Fig. 1: sequential cells grouped by signal name
Other sequential cells in the stronger gray, the rest of the logic in the fainter gray.
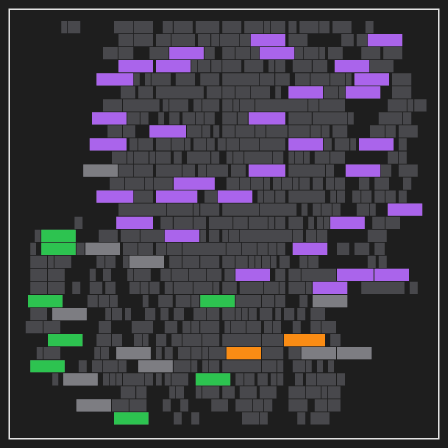
Fig. 2: the metal 1 layer
Supply wires on this layer in gray.
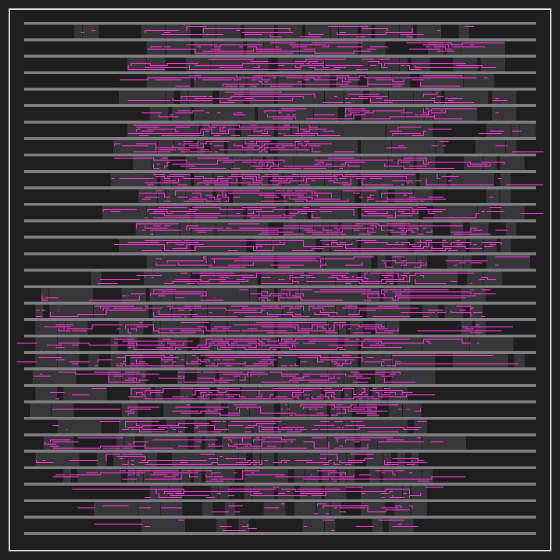
Fig. 3: met2 routing
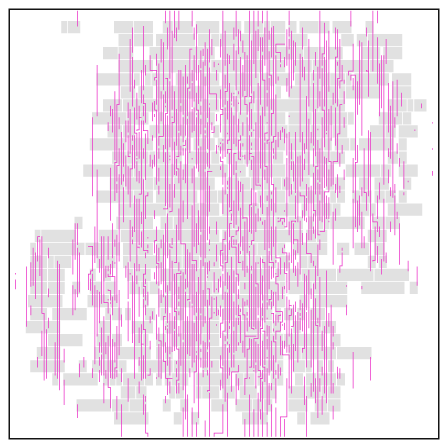
`src/rtl/core_sleep_ctrl.sv`:
```
// Always-on core sleep controller: gates the core clock on a software
// request and wakes the core on masked interrupt/event pending lines.
module core_sleep_ctrl #(
    parameter int APB_ADDR_WIDTH = 12,
    parameter int WAKE_DLY_WIDTH = 8
) (
    input  logic                      HCLK,
    input  logic                      HRESET,
    input  logic [APB_ADDR_WIDTH-1:0] PADDR,
    input  logic [31:0]               PWDATA,
    input  logic                      PWRITE,
    input  logic                      PSEL,
    input  logic                      PENABLE,
    output logic [31:0]               PRDATA,
    output logic                      PREADY,
    output logic                      PSLVERR,
    input  logic                      irq_pending_i,
    input  logic                      event_pending_i,
    input  logic                      core_busy_i,
    output logic                      clock_en_o,
    output logic                      core_sleeping_o
);

    localparam logic [1:0] ST_RUN      = 2'd0;
    localparam logic [1:0] ST_WAIT     = 2'd1;
    localparam logic [1:0] ST_GATED    = 2'd2;
    localparam logic [1:0] ST_WAKE_DLY = 2'd3;

    localparam logic [1:0] REG_CTRL  = 2'd0;
    localparam logic [1:0] REG_MASK  = 2'd1;
    localparam logic [1:0] REG_DELAY = 2'd2;
    localparam logic [1:0] REG_CNT   = 2'd3;

    localparam logic [WAKE_DLY_WIDTH-1:0] DLY_ONE   = WAKE_DLY_WIDTH'(1);
    localparam logic [WAKE_DLY_WIDTH-1:0] DLY_RESET = WAKE_DLY_WIDTH'(4);

    logic [1:0]                state_q;
    logic [1:0]                state_d;
    logic                      abort_q;
    logic                      abort_d;
    logic [1:0]                mask_q;
    logic [WAKE_DLY_WIDTH-1:0] delay_q;
    logic [WAKE_DLY_WIDTH-1:0] dly_cnt_q;
    logic [WAKE_DLY_WIDTH-1:0] dly_cnt_d;
    logic [31:0]               sleep_cnt_q;
    logic [31:0]               sleep_cnt_d;

    logic       apb_wr;
    logic       apb_rd;
    logic [1:0] reg_sel;
    logic       sleep_req;
    logic       wake;
    logic       unused_apb;

    assign apb_wr    = PSEL & PENABLE & PWRITE;
    assign apb_rd    = PSEL & PENABLE & ~PWRITE;
    assign reg_sel   = PADDR[3:2];
    assign sleep_req = apb_wr & (reg_sel == REG_CTRL) & PWDATA[0];
    assign wake      = |(mask_q & {event_pending_i, irq_pending_i});
    assign unused_apb = ^{PADDR, PWDATA};

    assign PREADY  = 1'b1;
    assign PSLVERR = 1'b0;

    // Gated states are exactly those with state bit 1 set, so both
    // outputs come straight from a single flop and cannot glitch.
    assign clock_en_o      = ~state_q[1];
    assign core_sleeping_o = state_q[1];

    // Sleep FSM next state, abort flag and wake-delay counter.
    always_comb begin
        state_d   = state_q;
        abort_d   = abort_q;
        dly_cnt_d = dly_cnt_q;
        unique case (state_q)
            ST_RUN: begin
                if (sleep_req) begin
                    if (wake) begin
                        abort_d = 1'b1;
                    end else begin
                        state_d = ST_WAIT;
                        abort_d = 1'b0;
                    end
                end
            end
            ST_WAIT: begin
                if (wake) begin
                    state_d = ST_RUN;
                    abort_d = 1'b1;
                end else if (!core_busy_i) begin
                    state_d = ST_GATED;
                end
            end
            ST_GATED: begin
                if (wake) begin
                    if (delay_q == '0) begin
                        state_d = ST_RUN;
                    end else begin
                        state_d   = ST_WAKE_DLY;
                        dly_cnt_d = delay_q;
                    end
                end
            end
            ST_WAKE_DLY: begin
                dly_cnt_d = dly_cnt_q - DLY_ONE;
                if (dly_cnt_q == DLY_ONE) begin
                    state_d = ST_RUN;
                end
            end
            default: state_d = ST_RUN;
        endcase
    end

    // Sleep cycle counter: a write clears it and beats a same-cycle
    // increment; it sticks at all-ones instead of wrapping.
    always_comb begin
        sleep_cnt_d = sleep_cnt_q;
        if (apb_wr && (reg_sel == REG_CNT)) begin
            sleep_cnt_d = '0;
        end else if (state_q[1] && (sleep_cnt_q != '1)) begin
            sleep_cnt_d = sleep_cnt_q + 32'd1;
        end
    end

    // State, flag and counter registers.
    always_ff @(posedge HCLK) begin
        if (HRESET) begin
            state_q     <= ST_RUN;
            abort_q     <= 1'b0;
            dly_cnt_q   <= '0;
            sleep_cnt_q <= '0;
        end else begin
            state_q     <= state_d;
            abort_q     <= abort_d;
            dly_cnt_q   <= dly_cnt_d;
            sleep_cnt_q <= sleep_cnt_d;
        end
    end

    // Software-writable wake configuration, legal in every state.
    always_ff @(posedge HCLK) begin
        if (HRESET) begin
            mask_q  <= 2'b11;
            delay_q <= DLY_RESET;
        end else if (apb_wr) begin
            if (reg_sel == REG_MASK) begin
                mask_q <= PWDATA[1:0];
            end
            if (reg_sel == REG_DELAY) begin
                delay_q <= PWDATA[WAKE_DLY_WIDTH-1:0];
            end
        end
    end

    // APB read mux; bus reads zero outside a read access phase.
    always_comb begin
        PRDATA = '0;
        if (apb_rd) begin
            unique case (reg_sel)
                REG_CTRL:  PRDATA = {27'd0, abort_q, 2'b00, state_q};
                REG_MASK:  PRDATA = {30'd0, mask_q};
                REG_DELAY: PRDATA = 32'(delay_q);
                REG_CNT:   PRDATA = sleep_cnt_q;
                default:   PRDATA = '0;
            endcase
        end
    end

endmodule

```
`config.mk`:
```
export PLATFORM = sky130hd
export DESIGN_NAME = core_sleep_ctrl
export DESIGN_NICKNAME = d
export VERILOG_FILES = /design/src/rtl/core_sleep_ctrl.sv
export SDC_FILE = /design/constraint.sdc
export NUM_CORES = 1
export LEC_CHECK = 0
export CORE_MARGIN = 2
export CORE_UTILIZATION = 43
export DETAILED_ROUTE_END_ITERATION = 16
export GPL_TIMING_DRIVEN = 0
export PLACE_DENSITY = 0.76
export SYNTH_ARGS = -nofsm -noshare
export SYNTH_HDL_FRONTEND = slang
export SYNTH_SLANG_ARGS = --single-unit
```
`constraint.sdc`:
```
create_clock -name HCLK -period 2 [get_ports HCLK]
set_input_delay 0.5 -clock HCLK [delete_from_list [all_inputs] [get_ports HCLK]]
set_output_delay 0.5 -clock HCLK [all_outputs]
set_load 0.005 [all_outputs]
```
==> results.py <==
# Generated from Yosys and OpenROAD reports
metrics = {
    "status": {
        "status": "finished with violations",
        "violations": "setup timing",
    },
    "sta": {
        "period_used_share": 1.121,
        "hold_viol_final": 0,
        "rsz0062_at_grt": "true",
        "hold_ws_ns": 0.4839,
        "slew_violations": 0,
        "fmax_mhz": 446.1,
        "skew_ns": 0.008437,
        "min_period_ns": 2.242,
        "finalSetupViolCount": 39,
        "setup_slack_ns": -0.2416,
        "worst_pin_slew_ns": 0.6298,
    },
    "yosys": {
        "async_flop_share": 0,
        "top_cells_by_area": "dfxtp_1, and2_1, nor2_1",
        "mux_share": 0.05647,
        "avgSynthCellArea_sq_um": 8.136,
        "synth_simple_gate_area_share": 0.3236,
        "ys.flops": 53,
        "synth-edff-count": 0,
        "aoi_share": 0.1862,
        "synth_cell_types": 55,
        "synthTopCellsByCount": "dfxtp_1, nor2_1, a21oi_1",
        "yosys-stat-cells": 384,
        "synthCells": 384,
        "synthTopLogicFamily": "simple AND/OR/NAND/NOR gates",
        "ys_area_sq_um": 3124,
        "ys_warn_count": 0,
        "synth_adder_area_share": 0.01201,
        "ys_sh_xor": 0.03644,
        "synthMostInstantiatedCell": "dfxtp_1",
        "synth.cell_area_sq_um": 3124,
        "fp_nets": 439,
        "largest_area_cell": "dfxtp_1",
        "yosys_most_used_dff": "dfxtp_1",
    },
    "cts": {
        "clockBufferDepth": 2,
        "root_buffer": "clkbuf_8",
        "clock_sinks": 53,
        "h-tree-depth": 2,
        "cts_buffers": 5,
        "clk_latency_ns": 0.32,
        "clkSlewWorstSetupHoldPaths_ns": 0.10,
    },
    "place": {
        "place_area_sq_um": 3752,
        "dpl.hpwl_um": 6192,
        "place_congestion": 0.9092,
        "place.port_buffers": 50,
    },
    "floorplan": {
        "die_area_sq_um": 7964,
        "placementRows": 31,
        "die_x_um": 89.24,
        "die_y_um": 89.24,
        "io_pins": 88,
        "fp_util": 0.4378,
    },
    "critical_path": {
        "r2r_slack_ns": -0.21,
        "cp.required_ns": 1.50,
        "worst_path_max_delay_cell": "nor2_4",
        "critical-path-top-delay-family": "buffers and inverters",
        "rr_worst_depth": 10,
        "worstReg2RegEnd": "sleep_cnt_q[27]$_SDFFE_PP0P_",
        "cp.depth": 9,
        "cpPeakStageDelay_ns": 0.23,
        "crit_path_end_kind": "primary output",
        "critical_path_class": "in -> out",
        "worstPathCellList": "buf_6 -> nand4b_1 -> buf_6 -> nor2_4 -> clkbuf_8 -> buf_6 -> buf_6 -> and2_4 -> buf_6",
        "arrival_ns": 1.74,
        "path_buffers": 6,
        "crit_fanout": 6,
        "worstSetupStartpointType": "primary input",
        "worstReg2RegStart": "sleep_cnt_q[1]$_SDFFE_PP0P_",
        "crit_top_cell": "buf_6",
        "endpoint": "PRDATA[27]",
        "startpoint": "PWRITE",
    },
    "final_layout": {
        "num_antenna_cells": 0,
        "area_growth_pct": 48.38,
        "nFillCells": 568,
        "drive_above_1_share": 0.3852,
        "postLayoutCellArea_sq_um": 4636,
    },
    "drt": {
        "wire_per_inst_um": 18.96,
        "postRouteAntennaNets": 0,
        "drt_iter0_markers": 566,
        "drc_errors": 0,
        "first_pass_iters": 7,
    },
    "flow_run": {
        "max_cap_viol_count": 0,
        "tool_warnings": 63,
    },
    "grt": {
        "grt_overflow_total": 0,
        "antenna_found_initial": 0,
        "grt_max_degree": 17,
        "grt_pass1_wl_um": 15320,
        "grt_use_met3": 0.03693,
        "gr-usage-met1": 0.3286,
        "gr-usage-all-layers": 0.2450,
        "first_global_vias": 3147,
    },
    "worst_hold_path": {
        "hp-class": "reg -> reg",
        "hp-start": "dly_cnt_q[7]$_SDFFE_PP0P_",
    },
    "power": {
        "total_power_w": 0.002859,
        "vdd_drop_max_mv": 0.4112,
        "power_density_nw_per_um2": 616.8,
    },
}
## Picture notes: Fig. 1
Key: `delay_q` = green [placed flops 8]; `state_q` = orange [placed flops 2]; `sleep_cnt_q` = purple [placed flops 32]
Final Core Density: 0.6495
sequential cell area: 1082 sq um
sequential power: 0.00118 W
fraction of area in registers: 0.2335

## Picture notes: Fig. 2
The longest straight run is 20.2 um. 478 nets have wire on it.
final wirelength: 11130 um
Vias: 3656

## Picture notes: Fig. 3
The wires run mostly vertical. The longest straight run is 42.5 um. The layer holds 48% of the routed length. 457 nets have wire on it.
M2 GR Usage: 0.4027

-- flip-flops by register name (all words and copies together), names as in the netlist --
register     count
abort_q          1
state_q          2
delay_q          8
mask_q           2
dly_cnt_q        8
sleep_cnt_q     32
-- cell type report --
| type | instances | area share |
|---|---|---|
| multi-input cells | 304 | 0.4810 |
| well taps | 99 | 0.02672 |
| clock inverters | 3 | 0.01404 |
| inverters | 7 | 0.005668 |
| plain buffers | 20 | 0.03644 |
| clock buffers | 5 | 0.01484 |
| flip-flops and latches | 53 | 0.2335 |
| repair buffers | 96 | 0.1879 |
-- cells in the final DEF (no fill, tap or decap), types with 13 or more instances in the layout --
master / netlist / routed
nor2_1: 43 / 39
clkdlybuf4s50_1: 0 / 14
xnor2_1: 13 / 13
nand4_1: 13 / 13
and2_4: 0 / 14
nand2_1: 24 / 22
dfxtp_1: 53 / 42
buf_4: 3 / 28
a21oi_1: 30 / 18
buf_6: 2 / 34
buf_2: 3 / 13
-- how the worst min path moves through the flow --
stage                                end  slack, ns  depth (start not counted)
2_1_floorplan  dly_cnt_q[7]$_SDFFE_PP0P_       0.45                          1
3_3_place_gp   dly_cnt_q[7]$_SDFFE_PP0P_       0.48                          1
3_5_place_dp   dly_cnt_q[7]$_SDFFE_PP0P_       0.48                          1
4_1_cts        dly_cnt_q[7]$_SDFFE_PP0P_       0.49                          1
5_1_grt        dly_cnt_q[7]$_SDFFE_PP0P_       0.52                          1
6_report       dly_cnt_q[7]$_SDFFE_PP0P_       0.48                          1
-- cells by family after synthesis --
| logic type | after synthesis |
|---|---|
| mux | 15 |
| other cells | 2 |
| simple gates | 182 |
| buf+inv | 28 |
| xor+xnor | 13 |
| compound gates | 88 |
| fa+ha+maj | 3 |
| flops | 53 |
-- per-stage QoR --
| stage | instances | setup slack, ns | TNS [ns] |
|---|---|---|---|
| 5_1_grt | 587 | -0.2795 | -6.957 |
| 3_3_place_gp | 533 | -1.205 | -48.20 |
| 4_1_cts | 569 | -0.2328 | -4.854 |
| 2_1_floorplan | 384 | 0.02049 | 0 |
| 3_5_place_dp | 533 | -1.243 | -50.97 |
| 6_report | 587 | -0.2416 | -5.318 |
-- layer usage --
metal / vias up / part of all wire
met5: - / 0
met4: 0 / 0.032
met3: 53 / 0.091
met2: 263 / 0.48
met1: 1715 / 0.40
li1: 1625 / -
-- where the power goes --
part / switching, W / internal, W
Combinational: 0.000416 / 0.000369
Sequential: 0.0000660 / 0.00111
Clock: 0.000396 / 0.000498
Total: 0.000878 / 0.00198
-- timing repair --
item,4_1_cts,5_1_grt
hold buffers,0,0
setup buffers,24,21
resized,198,82
endpoints found under the setup margin,70,62
pin swaps,11,30
cloned,5,0
No activity file was given, so power comes from the tool's default toggle rates.
